Fig. 1: run 1, metal layers overlaid
Scale: 3 px per um.
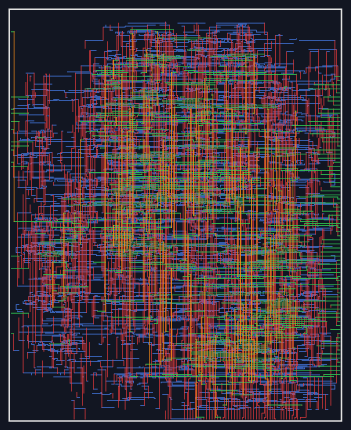
Fig. 2: run 1, clock routing
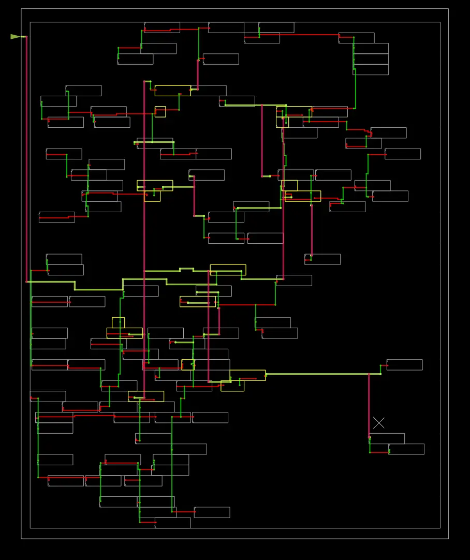
Fig. 3: run 1, register map, names as in the netlist
Scale: 2 px per um. Other sequential cells in the stronger grey, the rest of the logic in the fainter grey.
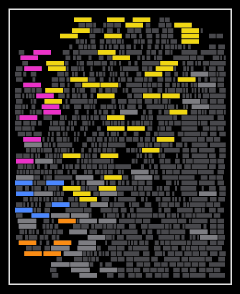
Fig. 4: run 1, gate-type map
Scale: 3 px per um.
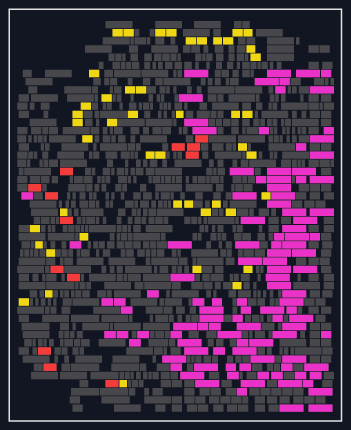
===== src/rtl/memory_game_ctrl.sv =====
// Pairs-game state controller: card grid, cursor, flip/match FSM and move counter on the pixel clock.
// Optional DEBOUNCE_EN: button presses are judged only on frame-pulse samples.
module memory_game_ctrl #(
  parameter int COLS        = 5,
  parameter int ROWS        = 4,
  parameter int IDX_W       = $clog2(COLS*ROWS),
  parameter int HOLD_FRAMES = 60,
  parameter int MOVES_W     = 10
) (
  input  logic                        clock_25M,
  input  logic                        reset_n,
  input  logic                        frame,
  input  logic                        select,
  input  logic                        move_x,
  input  logic                        move_y,
  input  logic [COLS*ROWS*IDX_W-1:0]  card_order,
  input  logic [IDX_W-1:0]            rd_pos,
  output logic [1:0]                  rd_state,
  output logic [IDX_W-1:0]            rd_id,
  output logic [IDX_W-1:0]            cursor,
  output logic [MOVES_W-1:0]          moves,
  output logic                        busy,
  output logic                        game_over
);

  localparam int N     = COLS*ROWS;
  localparam int COL_W = (COLS > 1) ? $clog2(COLS) : 1;
  localparam int ROW_W = (ROWS > 1) ? $clog2(ROWS) : 1;
  localparam int TMR_W = (HOLD_FRAMES > 0) ? $clog2(HOLD_FRAMES + 1) : 1;

  localparam logic [COL_W-1:0]   COL_MAX   = COL_W'(COLS - 1);
  localparam logic [ROW_W-1:0]   ROW_MAX   = ROW_W'(ROWS - 1);
  localparam logic [IDX_W:0]     N_EXT     = (IDX_W+1)'(N);
  localparam logic [TMR_W-1:0]   HOLD_LAST = TMR_W'(HOLD_FRAMES);
  localparam logic [MOVES_W-1:0] MOVES_SAT = {MOVES_W{1'b1}};

  localparam logic [1:0] ST_HIDDEN  = 2'd0;
  localparam logic [1:0] ST_UP      = 2'd1;
  localparam logic [1:0] ST_REMOVED = 2'd2;

  if (N % 2 != 0) begin : g_bad_grid
    $error("memory_game_ctrl: COLS*ROWS must be even");
  end

  typedef enum logic [1:0] {
    S_IDLE,
    S_ONE,
    S_HOLD
  } fsm_t;

  // Button bit order: {select, move_y, move_x}; raw buttons idle high.
  logic [2:0] sync1;
  logic [2:0] sync2;
  logic [2:0] btn_prev;
  logic [2:0] press;
  logic       press_sel;
  logic       press_y;
  logic       press_x;

  always_ff @(posedge clock_25M or negedge reset_n) begin
    if (!reset_n) begin
      sync1 <= 3'b111;
      sync2 <= 3'b111;
    end else begin
      sync1 <= {select, move_y, move_x};
      sync2 <= sync1;
    end
  end

`ifdef DEBOUNCE_EN
  // Level is only looked at on frame pulses, so bounce shorter than a frame is ignored.
  always_ff @(posedge clock_25M or negedge reset_n) begin
    if (!reset_n) begin
      btn_prev <= 3'b111;
    end else if (frame) begin
      btn_prev <= sync2;
    end
  end

  assign press = frame ? (btn_prev & ~sync2) : 3'b000;
`else
  always_ff @(posedge clock_25M or negedge reset_n) begin
    if (!reset_n) begin
      btn_prev <= 3'b111;
    end else begin
      btn_prev <= sync2;
    end
  end

  assign press = btn_prev & ~sync2;
`endif

  assign press_sel = press[2];
  assign press_y   = press[1];
  assign press_x   = press[0];

  logic [COL_W-1:0] col;
  logic [ROW_W-1:0] row;
  logic [COL_W-1:0] col_next;
  logic [ROW_W-1:0] row_next;

  always_comb begin
    col_next = col;
    row_next = row;
    if (press_x) begin
      col_next = (col == '0) ? COL_MAX : col - COL_W'(1);
    end
    if (press_y) begin
      row_next = (row == ROW_MAX) ? '0 : row + ROW_W'(1);
    end
  end

  // Cursor keeps moving in every FSM state, including after the game ends.
  always_ff @(posedge clock_25M or negedge reset_n) begin
    if (!reset_n) begin
      col    <= '0;
      row    <= '0;
      cursor <= '0;
    end else begin
      col    <= col_next;
      row    <= row_next;
      cursor <= IDX_W'(int'(col_next) * ROWS + int'(row_next));
    end
  end

  fsm_t             fsm;
  logic [1:0]       card_state [N];
  logic [IDX_W-1:0] first_pos;
  logic [IDX_W-1:0] second_pos;
  logic [TMR_W-1:0] timer;
  logic [IDX_W:0]   removed_cnt;

  logic [IDX_W-1:0] cur_id;
  logic [IDX_W-1:0] first_id;
  logic [1:0]       cur_state;
  logic             pair_match;
  logic [IDX_W:0]   removed_next;

  assign cur_id       = card_order[int'(cursor) * IDX_W +: IDX_W];
  assign first_id     = card_order[int'(first_pos) * IDX_W +: IDX_W];
  assign cur_state    = card_state[cursor];
  assign pair_match   = (cur_id >> 1) == (first_id >> 1);
  assign removed_next = removed_cnt + (IDX_W+1)'(2);

  always_ff @(posedge clock_25M or negedge reset_n) begin
    if (!reset_n) begin
      fsm         <= S_IDLE;
      first_pos   <= '0;
      second_pos  <= '0;
      timer       <= '0;
      removed_cnt <= '0;
      moves       <= '0;
      busy        <= 1'b0;
      game_over   <= 1'b0;
      for (int i = 0; i < N; i++) begin
        card_state[i] <= ST_HIDDEN;
      end
    end else begin
      unique case (fsm)
        S_IDLE: begin
          if (press_sel && !game_over && cur_state == ST_HIDDEN) begin
            card_state[cursor] <= ST_UP;
            first_pos          <= cursor;
            fsm                <= S_ONE;
          end
        end

        S_ONE: begin
          // The first card is face up, so the hidden test also rejects re-selecting it.
          if (press_sel && !game_over && cur_state == ST_HIDDEN && cursor != first_pos) begin
            if (moves != MOVES_SAT) begin
              moves <= moves + MOVES_W'(1);
            end
            if (pair_match) begin
              card_state[first_pos] <= ST_REMOVED;
              card_state[cursor]    <= ST_REMOVED;
              removed_cnt           <= removed_next;
              if (removed_next == N_EXT) begin
                game_over <= 1'b1;
              end
              fsm <= S_IDLE;
            end else begin
              card_state[cursor] <= ST_UP;
              second_pos         <= cursor;
              timer              <= '0;
              busy               <= 1'b1;
              fsm                <= S_HOLD;
            end
          end
        end

        S_HOLD: begin
          if (timer == HOLD_LAST) begin
            card_state[first_pos]  <= ST_HIDDEN;
            card_state[second_pos] <= ST_HIDDEN;
            busy                   <= 1'b0;
            fsm                    <= S_IDLE;
          end else if (frame) begin
            timer <= timer + TMR_W'(1);
          end
        end

        default: begin
          fsm  <= S_IDLE;
          busy <= 1'b0;
        end
      endcase
    end
  end

  // Painter read port: one-cycle registered lookup, out-of-range positions read as hidden id 0.
  always_ff @(posedge clock_25M or negedge reset_n) begin
    if (!reset_n) begin
      rd_state <= ST_HIDDEN;
      rd_id    <= '0;
    end else if ({1'b0, rd_pos} < N_EXT) begin
      rd_state <= card_state[rd_pos];
      rd_id    <= card_order[int'(rd_pos) * IDX_W +: IDX_W];
    end else begin
      rd_state <= ST_HIDDEN;
      rd_id    <= '0;
    end
  end

endmodule


===== config.mk =====
export PLATFORM = sky130hd
export DESIGN_NAME = memory_game_ctrl
export DESIGN_NICKNAME = d
export VERILOG_FILES = /design/src/rtl/memory_game_ctrl.sv
export SDC_FILE = /design/constraint.sdc
export NUM_CORES = 1
export LEC_CHECK = 0
export ABC_CLOCK_PERIOD_IN_PS = 4300
export CAP_MARGIN = 25
export CORE_ASPECT_RATIO = 1.25
export CORE_MARGIN = 2
export CORE_UTILIZATION = 60
export CTS_CLUSTER_SIZE = 40
export DETAILED_ROUTE_END_ITERATION = 6
export GPL_ROUTABILITY_DRIVEN = 1
export GPL_TIMING_DRIVEN = 0
export PLACE_DENSITY = 0.91
export RECOVER_POWER = 50
export SLEW_MARGIN = 40
export SYNTH_ARGS = -nofsm -noshare
export SYNTH_HDL_FRONTEND = slang
export SYNTH_SLANG_ARGS = --single-unit

===== constraint.sdc =====
create_clock -name clock_25M -period 4.3 [get_ports clock_25M]
set_input_delay 0.86 -clock clock_25M [delete_from_list [all_inputs] [get_ports clock_25M]]
set_output_delay 0.86 -clock clock_25M [all_outputs]
set_load 0.01 [all_outputs]

==> flow_summary.toml, run 1 <==
# flow metrics
[route]
vias = 9005
drc = 1

[critical_path]
r2r_slack_ps = 270
worstPathArrival_ps = 4280
cp-end-kind = "flop"
critPathMaxFanout = 10
worst-setup-path-type = "flop to flop"

[final_layout]
layout-drive-gt1-share_pct = 15.8
mi_logic_area_um2 = 5570

[global_routing]
grt_use_total_pct = 42.3
grt_max_degree = 61

[final_timing]
finalCritPeriodShare_pct = 93.7
finalMaxSlewViolations = 99
hold_viol = 0

[clocking]
cts_setup_buffers = 0
clock_path_buffers = 2
cts_resized = 0

[yosys]
synthArstFlopShare_pct = 100
ys_types = 73
synth-edff-count = 0
flop_cell = "dfrtp_1"

[run]
cap_violations = 2

[die]
die_width_um = 110

[outcome]
status = "finished, violations left"
violations = "DRC, capacitance limit, slew limit"
Back to the opening pictures, Fig. 1:
M2: shown in red, wire length 13900 um. M4: shown in orange, wire length 2660 um. M1: shown in blue, wire length 10300 um. M3: shown in green, wire length 4330 um.

Back to the opening pictures, Fig. 2:
clock latency on the worst-skew pair: 360 ps
Layout clock buffers: 9
final setup skew: 8.09 ps
sequential cell count: 96
CTS Sinks: 96

Back to the opening pictures, Fig. 3:
timer: shown in blue, sequential cells 6. removed_cnt: shown in orange, sequential cells 5, where south-west. moves: shown in magenta, sequential cells 10. card_state: shown in yellow, sequential cells 40.
Another 35 sequential cells are not coloured.
Seq group: 1.49 mW
final core area utilization: 74.6%
register area: 2410 um2
Seq area share: 23.4%

Back to the opening pictures, Fig. 4:
non-inverting ao/oa cells: shown in yellow, cells 46, most used o211a_1. fa/ha/maj cells: shown in red, cells 13, most used ha_1. mux cells: shown in magenta, cells 109, most used mux4_2.
Comb area share: 54.1%
Finished Layout Cells: 1202
Commonest Layout Cell: clkdlybuf4s50_1

[run 1: cells in the final DEF (no fill, tap or decap), types with 14 or more instances in the layout]
cell,n
nand3_1,22
nor3_1,28
clkdlybuf4s50_1,126
mux4_2,64
nand2_1,69
and2_1,19
nor2_1,47
mux2i_1,22
a31oi_1,17
a2bb2oi_1,16
mux2_2,22
clkbuf_1,45
a211oi_1,23
buf_2,26
inv_1,35
a21oi_1,39
xnor2_1,14
o31ai_1,27
dfrtp_1,87
o21ai_0,31
o211a_1,17
o22ai_1,20
[run 1: worst max-delay path: cells and delay by family (launching register included)]
kind,cells,cell delay (ps)
buf+inv,4,1500
xor+xnor,1,250
mux,1,380
simple gates,1,510
flops,1,430
compound gates,4,830
[run 1: cell type report]
type,count,area share (%)
multi-input cells,669,54.1
clock buffers,9,2.19
flip-flops and latches,96,23.4
clock inverters,7,0.704
diodes,1,0.0243
well taps,175,2.13
inverters,35,1.28
plain buffers,79,3.56
repair buffers,131,12.6
[run 1: stage by stage]
step                power (mW)  instances  setup WS, ps  cell area [um2]  TNS, ps
floorplan                 4.21        879          1390             8460        0
global placement          5.49       1184         -1320             9980  -115270
detailed placement        5.60       1185           308            10000        0
CTS                       6.45       1201           613            10300        0
global route              6.91       1201           205            10300        0
finish                    6.66       1202           272            10300        0
[run 1: metal layers]
layer | track usage, % | up-vias | routed length, um
met2 | 64.6 | 879 | 13900
li1 | - | 3705 | -
met1 | 49.4 | 4148 | 10300
met4 | 31.9 | 0 | 2660
met5 | 0 | - | 0
met3 | 13.1 | 273 | 4330
[run 1: cell usage after synthesis (6+ instances only)]
cell type   n
a211o_1     9
a211oi_1   23
a21oi_1    39
a221oi_1    8
a22oi_1    12
a2bb2oi_1  16
a311o_1     8
a31oi_1    17
and2_1     19
and3_1      6
buf_1       6
buf_2      25
clkbuf_1   42
dfrtp_1    87
dfstp_2     9
ha_1       13
inv_1      35
mux2_2     22
mux2i_1    22
mux4_2     64
nand2_1    69
nand2b_1    6
nand3_1    22
nand4_1     8
nor2_1     48
nor2b_1    10
nor3_1     29
nor3b_1    14
o211a_1    17
o21ai_0    31
o22ai_1    20
o31ai_1    27
xnor2_1    14
xor2_1      8
[run 1: power by group through the flow]
stage	logic [mW]	clock network, mW	registers [mW]
6_report	4.33	0.838	1.49
5_1_grt	4.52	0.868	1.52
4_1_cts	4.14	0.831	1.47
3_5_place_dp	4.11	0	1.49
3_3_place_gp	4.02	0	1.47
2_1_floorplan	2.81	0	1.40
[run 1: final timing paths]
check,from,endpoint,cells after the start
worst max-delay path,cursor[1],card_state[12],11
worst min-delay path,sync1[1],sync2[1],0
worst max register to register,cursor[1],card_state[12],11
worst min register to register,sync1[1],sync2[1],0
max in group asynchronous,reset_n,second_pos[0],2
min in group asynchronous,reset_n,card_state[2],1
[run 1: state kept, by name, indices dropped and copies added, names as in the netlist, 5 cells and up]
| name | flops |
|---|---|
| card_state | 40 |
| first_pos | 5 |
| moves | 10 |
| rd_id | 5 |
| removed_cnt | 5 |
| second_pos | 5 |
| timer | 6 |
Fig. 5: run 1, port wiring
Scale: 3 px per um.
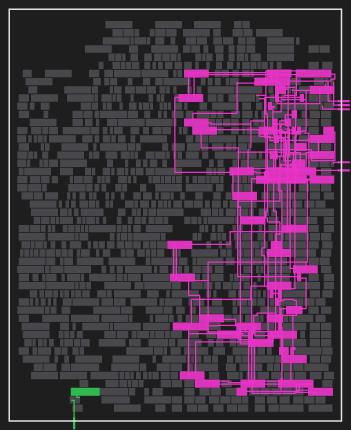

==> inputs of run 2 (changes only) <==
--- a/config.mk
+++ b/config.mk
@@ -14,7 +14,7 @@
 export DETAILED_ROUTE_END_ITERATION = 6
 export GPL_ROUTABILITY_DRIVEN = 1
 export GPL_TIMING_DRIVEN = 0
-export PLACE_DENSITY = 0.91
+export PLACE_DENSITY_LB_ADDON = 0.3
 export RECOVER_POWER = 50
 export SLEW_MARGIN = 40
 export SYNTH_ARGS = -nofsm -noshare
Fig. 6: run 2, port wiring
Scale: 3 px per um.
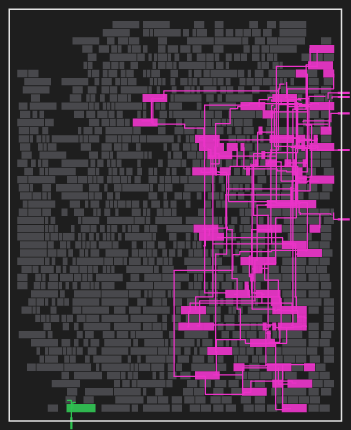
rd_pos: shown in magenta, direction input, edge east, end cells 78, buffers 14, wire 2210 um. move_x: shown in green, direction input, edge south, end cells 1, buffers 1, wire 10.6 um.
io pins: 135
port bufs: 130

==> run 2 against run 1 <==
Effect of this change:
- combinational power fell by 1%
- clock skew shrank 2.3 ps
- non-clock buffer count is the same
- the run still ends with DRC, capacitance limit, slew limit left
- synthesized area unchanged
- sequential cell count stayed put
==> flow_summary.toml, run 2 <==
# flow metrics
[final_layout]
layout_top_cells = "126 x clkdlybuf4s50_1, 87 x dfrtp_1, 69 x nand2_1"
layout_top_cell = "clkdlybuf4s50_1"
mi_logic_area_um2 = 5580
largest_reg_flops = 40
layout-drive-gt1-share_pct = 15.9

[final_timing]
finalWorstSetupSlack_ps = 287
hold_viol = 0
finalMaxSlewViolations = 74
tns_ps = 0

[critical_path]
worst-setup-path-type = "flop to flop"
critPathMaxFanout = 10
cp-end-kind = "flop"
critPathLaunch = "col[0]"

[clocking]
clk-insertion-delay-late_ps = 360
clock_path_buffers = 2

[placement]
dp.cells = 1185

[run]
cap_violations = 1

[route]
vias = 8982
drc = 3

[outcome]
violations = "DRC, capacitance limit, slew limit"
status = "finished, violations left"

[global_routing]
grt_max_degree = 74
grt_use_total_pct = 41.3

[yosys]
ys_types = 73
synthArstFlopShare_pct = 100
common_cells = "87 x dfrtp_1, 69 x nand2_1, 64 x mux4_2, 48 x nor2_1, 42 x clkbuf_1"
synth-edff-count = 0

[die]
die_width_um = 110
[run 2: cell counts after synthesis]
Identical to the previous run, type by type.
[run 2: logic make-up after synthesis]
family                     count (synthesis)  share of synthesized area [%]
xor gates and xnor gates                  22                           2.28
and+or+nand+nor                          260                           16.2
adders and majority gates                 13                           1.92
DFF                                       96                           28.5
muxes                                    109                           22.7
buffers and inverters                    114                           5.87
AOI/OAI and AO/OA                        265                           22.5
[run 2: layer usage]
layer  part of all wire [%]  vias up  track usage, %
met4                    8.2        0            28.7
met5                      0        -               0
met1                     33     4155            48.2
met2                     45      861            65.2
li1                       -     3705               -
met3                     14      261            11.5
[run 2: metrics by stage]
stage	total power, mW	instance area, um2	utilization, %
final	6.59	10300	74.5
after global routing	6.84	10300	74.5
after CTS	6.37	10300	74.7
after detailed placement	5.55	10000	72.6
after global placement	5.45	9980	72.3
after floorplan	4.21	8460	-
[run 2: layout make-up]
cell class	instances	area share [%]
plain buffers	79	3.57
clock buffers	9	2.19
clock inverters	7	0.608
inverters	35	1.28
multi-input cells	669	54.2
flip-flops and latches	96	23.4
well taps	175	2.13
repair buffers	131	12.6
[run 2: worst paths after layout]
kind,to,slack (ps),cells after the start
setup reg to reg,card_state[12],290,11
hold / removal,sync2[2],360,0
setup / recovery,card_state[12],290,11
hold reg to reg,sync2[2],360,0
max in group asynchronous,col[1],970,2
min in group asynchronous,rd_state[1],820,1
[run 2: power by group]
group | switching, mW | internal [mW]
clock | 0.408 | 0.406
combinational | 2.67 | 1.62
sequential | 0.327 | 1.17
total | 3.40 | 3.19
[run 2: worst max-delay path: cells and delay by family (launching register included)]
kind | cells | cell delay [ps]
buffers and inverters | 3 | 1430
AND/OR/NAND/NOR | 3 | 1150
AND-OR/OR-AND | 4 | 760
flip-flops | 1 | 340
XOR/XNOR | 1 | 220
No activity file was given, so power comes from the tool's default toggle rates.
